--- config.mk ---
export PLATFORM = sky130hd
export DESIGN_NAME = mult_div_unit
export DESIGN_NICKNAME = d
export VERILOG_FILES = /design/src/rtl/mips_pkg.sv /design/src/rtl/mult_div_unit.sv
export SDC_FILE = /design/constraint.sdc
export NUM_CORES = 1
export LEC_CHECK = 0
export ABC_AREA = 1
export CORE_ASPECT_RATIO = 0.9
export CORE_MARGIN = 2
export CORE_UTILIZATION = 60
export DETAILED_ROUTE_END_ITERATION = 12
export GPL_ROUTABILITY_DRIVEN = 1
export PLACE_DENSITY = 0.81
export SETUP_SLACK_MARGIN = 0.3
export SYNTH_ARGS = -nofsm -noshare
export SYNTH_HDL_FRONTEND = slang
export SYNTH_SLANG_ARGS = --single-unit
export TNS_END_PERCENT = 10
--- constraint.sdc ---
create_clock -name clk -period 9.7 [get_ports clk]
set_clock_uncertainty 0.2 [all_clocks]
set_input_delay 2.425 -clock clk [delete_from_list [all_inputs] [get_ports clk]]
set_output_delay 2.425 -clock clk [all_outputs]
set_load 0.1 [all_outputs]
--- src/rtl/mips_pkg.sv ---
// Shared MIPS datapath types and constants used by the multiply/divide unit.
package mips_pkg;

   typedef enum logic [1:0] {
      IDLE = 2'd0,
      PREP = 2'd1,
      ITER = 2'd2,
      FIX  = 2'd3
   } md_state_t;

   localparam logic MD_OP_MULT = 1'b0;
   localparam logic MD_OP_DIV  = 1'b1;

   localparam logic [5:0] FUNCT_MULT = 6'h18;
   localparam logic [5:0] FUNCT_DIV  = 6'h1A;

endpackage

--- src/rtl/mult_div_unit.sv ---
// Multicycle signed MULT/DIV unit owning the HI/LO registers.
// One shared working register and adder serve both the shift-add and restoring-divide loops.
module mult_div_unit
   import mips_pkg::*;
#(
   parameter int unsigned WIDTH = 32
) (
   input  logic             clk,
   input  logic             rst,
   input  logic             start,
   input  logic             op,
   input  logic [WIDTH-1:0] a,
   input  logic [WIDTH-1:0] b,
   output logic             busy,
   output logic             done,
   output logic             div_zero,
   output logic [WIDTH-1:0] hi,
   output logic [WIDTH-1:0] lo
);

   localparam int unsigned CNT_W = $clog2(WIDTH) + 1;
   localparam int unsigned MAG_W = WIDTH + 1;
   localparam int unsigned WRK_W = 2 * WIDTH + 1;
   localparam int unsigned ADD_W = WIDTH + 2;

   md_state_t          state, state_nxt;
   logic               op_q, op_nxt;
   logic [MAG_W-1:0]   mag_a, mag_a_nxt;
   logic [MAG_W-1:0]   mag_b, mag_b_nxt;
   logic               neg_res, neg_res_nxt;
   logic               neg_rem, neg_rem_nxt;
   logic               dz_pend, dz_pend_nxt;
   logic [WRK_W-1:0]   work, work_nxt;
   logic [CNT_W-1:0]   cnt, cnt_nxt;
   logic               busy_nxt, done_nxt, div_zero_nxt;
   logic [WIDTH-1:0]   hi_nxt, lo_nxt;

   logic [MAG_W-1:0]   abs_a, abs_b;
   logic [MAG_W-1:0]   add_x, add_y;
   logic [ADD_W-1:0]   add_res;
   logic [MAG_W-1:0]   rem_new;
   logic [2*WIDTH-1:0] prod_fix;
   logic [WIDTH-1:0]   quo_fix, rem_fix;

   // Shared adder: add multiplicand (MULT) or subtract divisor via ~b + 1 (DIV)
   always_comb begin
      abs_a = mag_a[WIDTH] ? -mag_a : mag_a;
      abs_b = mag_b[WIDTH] ? -mag_b : mag_b;
      if (op_q == MD_OP_DIV) begin
         add_x = work[2*WIDTH-1:WIDTH-1];
         add_y = ~mag_b;
      end else begin
         add_x = work[2*WIDTH:WIDTH];
         add_y = work[0] ? mag_a : '0;
      end
      add_res = {1'b0, add_x} + {1'b0, add_y} + ADD_W'(op_q);
      rem_new = add_res[WIDTH+1] ? add_res[WIDTH:0] : work[2*WIDTH-1:WIDTH-1];
      prod_fix = neg_res ? -work[2*WIDTH-1:0] : work[2*WIDTH-1:0];
      quo_fix  = neg_res ? -work[WIDTH-1:0] : work[WIDTH-1:0];
      rem_fix  = neg_rem ? -work[2*WIDTH-1:WIDTH] : work[2*WIDTH-1:WIDTH];
   end

   // Next-state and next-output logic
   always_comb begin
      state_nxt    = state;
      op_nxt       = op_q;
      mag_a_nxt    = mag_a;
      mag_b_nxt    = mag_b;
      neg_res_nxt  = neg_res;
      neg_rem_nxt  = neg_rem;
      dz_pend_nxt  = dz_pend;
      work_nxt     = work;
      cnt_nxt      = cnt;
      busy_nxt     = busy;
      done_nxt     = 1'b0;
      div_zero_nxt = div_zero;
      hi_nxt       = hi;
      lo_nxt       = lo;

      case (state)
         IDLE: begin
            if (start) begin
               state_nxt    = PREP;
               op_nxt       = op;
               mag_a_nxt    = {a[WIDTH-1], a};
               mag_b_nxt    = {b[WIDTH-1], b};
               div_zero_nxt = 1'b0;
               busy_nxt     = 1'b1;
            end
         end
         PREP: begin
            neg_res_nxt = mag_a[WIDTH] ^ mag_b[WIDTH];
            neg_rem_nxt = mag_a[WIDTH];
            mag_a_nxt   = abs_a;
            mag_b_nxt   = abs_b;
            cnt_nxt     = CNT_W'(WIDTH);
            dz_pend_nxt = (op_q == MD_OP_DIV) && (mag_b == '0);
            if (op_q == MD_OP_DIV) begin
               work_nxt = {MAG_W'(0), abs_a[WIDTH-1:0]};
            end else begin
               work_nxt = {MAG_W'(0), abs_b[WIDTH-1:0]};
            end
            // Divide by zero skips the loop; FIX only reports it
            state_nxt = dz_pend_nxt ? FIX : ITER;
         end
         ITER: begin
            if (op_q == MD_OP_DIV) begin
               work_nxt = {rem_new, work[WIDTH-2:0], add_res[WIDTH+1]};
            end else begin
               work_nxt = {1'b0, add_res[WIDTH:0], work[WIDTH-1:1]};
            end
            cnt_nxt = cnt - CNT_W'(1);
            if (cnt == CNT_W'(1)) begin
               state_nxt = FIX;
            end
         end
         FIX: begin
            state_nxt = IDLE;
            busy_nxt  = 1'b0;
            done_nxt  = 1'b1;
            if (dz_pend) begin
               div_zero_nxt = 1'b1;
            end else if (op_q == MD_OP_DIV) begin
               hi_nxt = rem_fix;
               lo_nxt = quo_fix;
            end else begin
               hi_nxt = prod_fix[2*WIDTH-1:WIDTH];
               lo_nxt = prod_fix[WIDTH-1:0];
            end
         end
         default: begin
            state_nxt = IDLE;
         end
      endcase
   end

   // State and output registers
   always_ff @(posedge clk or posedge rst) begin
      if (rst) begin
         state    <= IDLE;
         op_q     <= MD_OP_MULT;
         mag_a    <= '0;
         mag_b    <= '0;
         neg_res  <= 1'b0;
         neg_rem  <= 1'b0;
         dz_pend  <= 1'b0;
         work     <= '0;
         cnt      <= '0;
         busy     <= 1'b0;
         done     <= 1'b0;
         div_zero <= 1'b0;
         hi       <= '0;
         lo       <= '0;
      end else begin
         state    <= state_nxt;
         op_q     <= op_nxt;
         mag_a    <= mag_a_nxt;
         mag_b    <= mag_b_nxt;
         neg_res  <= neg_res_nxt;
         neg_rem  <= neg_rem_nxt;
         dz_pend  <= dz_pend_nxt;
         work     <= work_nxt;
         cnt      <= cnt_nxt;
         busy     <= busy_nxt;
         done     <= done_nxt;
         div_zero <= div_zero_nxt;
         hi       <= hi_nxt;
         lo       <= lo_nxt;
      end
   end

endmodule

class_map.png
(2 px per um) Fill, decap, tap and diode cells in gray.
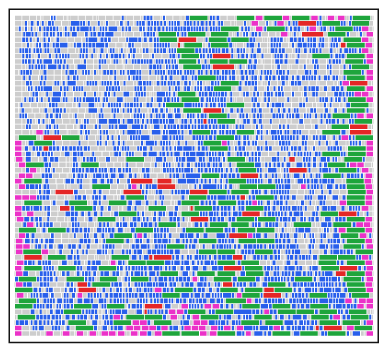
Key: red = clock drivers and dummy loads [cells 46]; green = registers [cells 210]; blue = remaining logic cells [cells 2514]; magenta = remaining buffers and delay cells [cells 147]
Placeable Area: 28790 sq um
final instance area: 19760 sq um
Rows: 59

floorplan.png
(2 px per um) Pins as bars on the die edge.
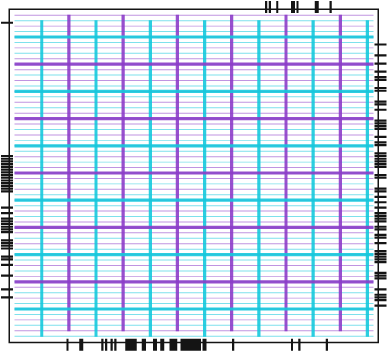
Key: purple = VDD; cyan = VSS
60 met1 rails follow the rows. 11 straps on met5. The core has 59 rows.
Horiz. Die Dim: 183.8 um
die height: 165.8 um

==> flow_metrics.tcl <==
# place-and-route summary
set metrics [dict create \
    postSynth.asyncResetShare_pct 100.0 \
    grtUsageMet2_pct 61.30 \
    min_period_ps 5192 \
    num_vias 19870 \
    syn_inst 2849 \
    edf_count 0 \
    maxCapViolations 0 \
    initial_core_util_pct 60.64 \
    grt.busiest_layer "met2" \
    hold_end "hi[8]" \
    hold_class "flip-flop to flip-flop" \
    rrSetupSlack_ps 4510 \
    holdPathStages 2 \
    crit_type "flip-flop to flip-flop" \
    numCtsBuffers 25 \
    final_cells 3283 \
    wl_met1_um 26210 \
    critPathMaxStageDelay_ps 800 \
    r2r-end "work[46]" \
    first_iter_violations 2994 \
    critical_path.top_delay_family "buffers and inverters" \
    dp_slack_ps 4485 \
    cts_root_buf "clkbuf_16" \
    io_buffers 134 \
    area_growth_pct 13.21 \
    overflow 0 \
    path_clk_slew_ps 60 \
    setup.worst_path.end "work[46]" \
    cts_buffer_depth 3 \
    ios 135 \
    worstHoldStart "hi[8]" \
    wl_met3_um 7762 \
    synth_seq_share_pct 30.10 \
    gp_congestion 1.035 \
    top_cell "nand2_1" \
    post_dp_cell_area_sq_um 18860 \
    drive_gt1_share_pct 3.325 \
    finalHoldViolCount 0 \
    cp-startpoint "op_q" \
    dr.pass1.iters 7 \
    hpwl_um 47960 \
    grt_max_degree 111 \
    tritoncts_num_sinks 210 \
    yosysChipArea_sq_um 17460 \
    topCellsByArea "dfrtp_1, nand2_1, nand3_1, inv_1, nor2_1" \
    numPlacedInstances 3237 \
    end_kind "flip-flop" \
    synth.cells.most_frequent "nand2_1, inv_1, nor2_1" \
    via_per_inst 6.051 \
    dr_wl_met2_um 26680 \
    rr_worst_depth 16 \
    min_period_over_period_pct 53.52 \
    post_synth.cell_area_avg_sq_um 6.128 \
    yosys_warnings 0 \
    drtAntennaViolNets 0 \
    rsz0062_at_grt "no" \
    path_common_cell "nand2_1" \
    hold_buffers 0 \
    largest_area_cell "dfrtp_1" \
    crit_path_cell_trace "inv_4 > buf_4 > nor2_1 > a21oi_1 > ha_1 > inv_1 > o21ai_0 > a21boi_0 > nand2_1 > nor2_1 > nand2_4 > nand2_4 > o21ai_0 > nand2_1 > nand2_1 > nand2_1" \
    warning_count 35 \
    post-cts-setup-buffers 0 \
    arrival_ps 5490 \
    synth.cell_area_sq_um 17460 \
    maxSlewViolCount 0 \
    synth_cell_types 45 \
    hold_ws_ps 281.0 \
    ys.flops 210 \
    finalSetupTns_ps 0 \
    drt-total-wl_um 63650 \
    grt_use_met3_pct 7.917 \
    layout_setup_ws_ps 4508 \
    grt_pass1_wl_um 99150 \
    fp_nets 2962 \
    cts_max_level 1 \
    flop_cell "dfrtp_1" \
    num_antenna_cells 0 \
    status "finished, final reports clean" \
    crit_buf_inv 3 \
    path_depth 16 \
    worstMarginPinSlew_ps 1219 \
    clkLatencyLatePin_ps 570 \
    critical_path.startpoint_type "flip-flop" \
    die-area_sq_um 30480 \
    highest_layer "met4" \
    setup_violations 0 \
    drc 0 \
    grt_pass1_vias 18090 \
]
ff_map.png
(2 px per um) Other sequential cells in the stronger gray, the rest of the logic in the fainter gray.
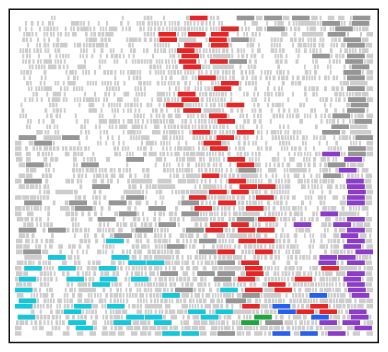
Key: green = state [sequential cells 2]; red = work [sequential cells 65, where a column down the middle]; blue = cnt [sequential cells 6, where bottom right]; cyan = mag_a [sequential cells 33]; purple = lo [sequential cells 32]
Another 72 sequential cells are not colored.
register area: 5259 sq um

congestion_map.png
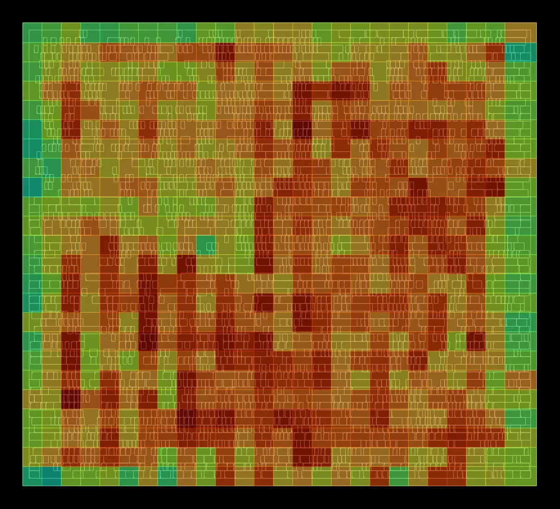
Tot GR Track Use: 41.41%
routed len/inst: 19.39 um
Finished Core Util: 68.65%
grt met1 use: 59.41%

==> cell usage in the layout, fill, tap and decap left out, types with 4 or more instances in the layout <==
cell type        instances
a21o_1                   4
a21oi_1                121
a22oi_1                  8
a31oi_1                 17
buf_4                   13
bufinv_16                4
clkbuf_16               25
clkbuf_8                 6
clkdlybuf4s50_1        134
dfrtp_1                209
ha_1                    42
inv_1                  328
inv_2                    9
nand2_1                893
nand2_2                  7
nand3_1                287
nand3b_1                 4
nand4_1                 30
nor2_1                 311
nor2_2                   4
nor2_4                   4
nor3_1                  18
o211ai_1                46
o21ai_0                205
o21ai_1                 13
o22ai_1                 59
or2_2                    4
xnor2_1                  4
xor2_1                  69
==> area by class of cell <==
| type | instances | area [sq um] |
|---|---|---|
| multi-input cells | 2175 | 10420 |
| well taps | 366 | 457.9 |
| inverters | 339 | 1282 |
| flip-flops and latches | 210 | 5259 |
| repair buffers | 147 | 1439 |
| fillers | 2464 | 9026 |
| clock inverters | 12 | 186.4 |
| clock buffers | 34 | 719.4 |
==> logic make-up after synthesis <==
group           Yosys count  share of synthesized area [%]
flops                   210                          30.10
simple gates           1572                          37.11
fa+ha+maj                45                          3.311
compound gates          485                          15.49
xor+xnor                 73                          3.662
buf+inv                 464                          10.33
==> state kept, by name, indices dropped and copies added, names as in the netlist, 2 cells and up <==
signal	flops
cnt	6
mag_a	33
mag_b	33
state	2
lo	32
work	65
hi	32
